==> images/final_placement.png <==
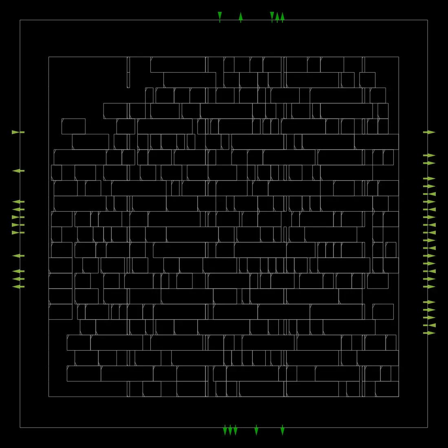
==> images/port_nets.png <==
Drawn at 6 px/um.
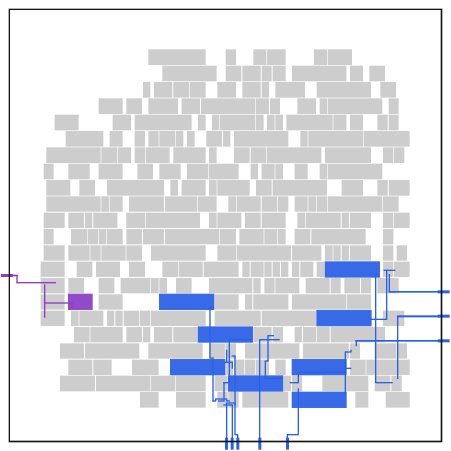
==> images/clock_map.png <==
Drawn at 4 px/um.
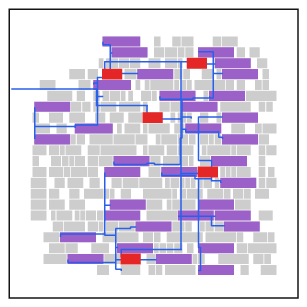
`src/rtl/fetch_unit.sv`:
```
// fetch_unit: instruction fetch sequencer.
// Drives the PC strobes, reads 1-3 bytes from memory per instruction,
// assembles them into the instruction register and hands the result to
// the decoder with a valid/ready handshake.
// Optional build macro FETCH_STALL_CNT_EN adds a saturating stall_cnt
// output counting cycles where ir_valid=1 and ir_ready=0.
module fetch_unit #(
    parameter int unsigned DATA_WIDTH  = 8,
    parameter int unsigned MEM_LATENCY = 0
) (
    input  logic                  clk,
    input  logic                  reset,
    input  logic                  run,
    input  logic                  flush,
    output logic                  pc_oe_a,
    output logic                  pc_cnt_en,
    output logic                  mem_cs,
    output logic                  mem_oe,
    input  logic [DATA_WIDTH-1:0] mem_data,
    output logic [DATA_WIDTH-1:0] ir_opcode,
    output logic [DATA_WIDTH-1:0] ir_op1,
    output logic [DATA_WIDTH-1:0] ir_op2,
    output logic [1:0]            ir_len,
    output logic                  ir_valid,
    input  logic                  ir_ready
`ifdef FETCH_STALL_CNT_EN
    ,
    output logic [15:0]           stall_cnt
`endif
);

    typedef enum logic [1:0] {
        IDLE = 2'd0,
        READ = 2'd1,
        HOLD = 2'd2
    } state_t;

    localparam logic [2:0] LAT = MEM_LATENCY[2:0];

    state_t     state;
    logic [1:0] byte_idx;
    logic [2:0] wait_cnt;
    logic       byte_done;
    logic [1:0] len_dec;
    logic [1:0] len_now;
    logic       last_byte;

    // Strobe decode from the registered state; PC advance is suppressed by flush
    always_comb begin
        pc_oe_a   = (state == READ);
        mem_cs    = (state == READ);
        mem_oe    = (state == READ);
        byte_done = (state == READ) && (wait_cnt == LAT);
        pc_cnt_en = byte_done && !flush;
        unique case (mem_data[DATA_WIDTH-1 -: 2])
            2'b00:   len_dec = 2'd1;
            2'b01:   len_dec = 2'd2;
            default: len_dec = 2'd3;
        endcase
        // While byte 0 is arriving the length is known only from the bus
        len_now   = (byte_idx == 2'd0) ? len_dec : ir_len;
        last_byte = (byte_idx == (len_now - 2'd1));
    end

    // Fetch FSM: byte sequencing, IR assembly and decoder handshake
    always_ff @(posedge clk or negedge reset) begin
        if (!reset) begin
            state     <= IDLE;
            byte_idx  <= '0;
            wait_cnt  <= '0;
            ir_opcode <= '0;
            ir_op1    <= '0;
            ir_op2    <= '0;
            ir_len    <= '0;
            ir_valid  <= 1'b0;
        end else if (flush) begin
            ir_opcode <= '0;
            ir_op1    <= '0;
            ir_op2    <= '0;
            ir_len    <= '0;
            ir_valid  <= 1'b0;
            byte_idx  <= '0;
            wait_cnt  <= '0;
            state     <= run ? READ : IDLE;
        end else begin
            unique case (state)
                IDLE: begin
                    if (run) begin
                        state    <= READ;
                        byte_idx <= '0;
                        wait_cnt <= '0;
                    end
                end
                READ: begin
                    if (byte_done) begin
                        wait_cnt <= '0;
                        unique case (byte_idx)
                            2'd0: begin
                                ir_opcode <= mem_data;
                                ir_op1    <= '0;
                                ir_op2    <= '0;
                                ir_len    <= len_dec;
                            end
                            2'd1:    ir_op1 <= mem_data;
                            default: ir_op2 <= mem_data;
                        endcase
                        if (last_byte) begin
                            ir_valid <= 1'b1;
                            byte_idx <= '0;
                            state    <= HOLD;
                        end else begin
                            byte_idx <= byte_idx + 2'd1;
                        end
                    end else begin
                        wait_cnt <= wait_cnt + 3'd1;
                    end
                end
                HOLD: begin
                    if (ir_ready) begin
                        ir_valid <= 1'b0;
                        byte_idx <= '0;
                        wait_cnt <= '0;
                        state    <= run ? READ : IDLE;
                    end
                end
                default: state <= IDLE;
            endcase
        end
    end

`ifdef FETCH_STALL_CNT_EN
    // Saturating count of cycles the decoder leaves a valid IR waiting
    always_ff @(posedge clk or negedge reset) begin
        if (!reset) begin
            stall_cnt <= '0;
        end else if (flush) begin
            stall_cnt <= '0;
        end else if (ir_valid && !ir_ready && (stall_cnt != '1)) begin
            stall_cnt <= stall_cnt + 16'd1;
        end
    end
`endif

endmodule
```
`config.mk`:
```
export PLATFORM = sky130hd
export DESIGN_NAME = fetch_unit
export DESIGN_NICKNAME = d
export VERILOG_FILES = /design/src/rtl/fetch_unit.sv
export SDC_FILE = /design/constraint.sdc
export NUM_CORES = 1
export LEC_CHECK = 0
export ABC_CLOCK_PERIOD_IN_PS = 1800
export CAP_MARGIN = 20
export CORE_MARGIN = 5
export CORE_UTILIZATION = 43
export DETAILED_ROUTE_END_ITERATION = 16
export MAX_ROUTING_LAYER = met4
export PLACE_DENSITY = 0.86
export SETUP_SLACK_MARGIN = 0.4
export SLEW_MARGIN = 30
export SYNTH_ARGS = -nofsm -noshare
export SYNTH_HDL_FRONTEND = slang
export SYNTH_SLANG_ARGS = --single-unit
export TNS_END_PERCENT = 100
```
`constraint.sdc`:
```
create_clock -name clk -period 1.8 [get_ports clk]
set_input_delay 0.54 -clock clk [delete_from_list [all_inputs] [get_ports clk]]
set_output_delay 0.54 -clock clk [all_outputs]
set_load 0.01 [all_outputs]
```
==> changes_impl.md <==
## Implementation

* Final Max Slew Viols at 0
* Post-synth EDFFs at 0
* GR Util met2 at 41.6%
* Sequential Area at 855 um2
* Hold Buf Count CTS at 0
* Clock buffer depth at 2
* Violated checks: setup timing
* Yosys Instances at 176
* Post-CTS Setup Inserts at 23
* Fin nets at 286
* Worst setup margin at -0.172 ns
* Ys Warns at 0
* R2r startpoint: state[1]$_DFFE_PN0P_
* Synth Area in Adders at 3.05%
* Outcome: finished, violations left
* Fp util at 44.5%
* Final setup violation count at 6
* Seq pwr at 0.906 mW
* RR Endpoint: byte_idx[0]$_DFFE_PN0P_
* Top cells, area: dfrtp_1 52%, nand2_1 10%, o21ai_0 3.7%
## Picture notes: final_placement.png
# Taps: 48
Fillers: 244
fin cells: 318
Core Area: 0.00369 mm2
Seq area share: 29.7%

## Picture notes: port_nets.png
- purple: mem_cs (bits 1; direction output; edge left; end cells 1; buffers 1; wire 19.0 um)
- blue: ir_op2 (bits 8; direction output; edge 5 bottom, 3 right; end cells 8; buffers 8; wire 207 um)
port bufs: 43
I/O pin count: 44

## Picture notes: clock_map.png
- purple: flip-flops (count 34)
- red: cells driving clock nets (count 5)
- blue: clock wires (length 439 um)
- routed clock nets: 6
clock skew after layout: 0.00712 ns
insertion delay at the late pin of the worst-skew pair: 0.29 ns

## flip-flops by register name, summed over array words and instances, names as in the netlist
register,count
ir_op1,8
ir_op2,8
ir_opcode,8
wait_cnt,3
byte_idx,2
ir_len,2
state,2
ir_valid,1
## cells in the mapped netlist, types with 3 or more instances
cell,count
o21ai_0,12
buf_2,3
nand3_1,3
clkbuf_1,5
nand2_1,44
ha_1,4
inv_1,9
nor2_1,13
nand4_1,8
o31ai_1,6
dfrtp_1,34
a21oi_1,5
buf_4,3
## worst max-delay path: cells and delay by family (launching register included)
family,cells,cell delay (ns)
buffers and inverters,1,0.11
and+or+nand+nor,3,0.63
DFF,1,0.40
## stage by stage
step	setup WS, ns	cell area, um2
global route	-0.202	2870
floorplan	0.0530	1750
CTS	-0.120	2710
finish	-0.172	2870
detailed placement	-0.869	2350
global placement	-0.857	2350
Power and IR drop assume default switching activity.
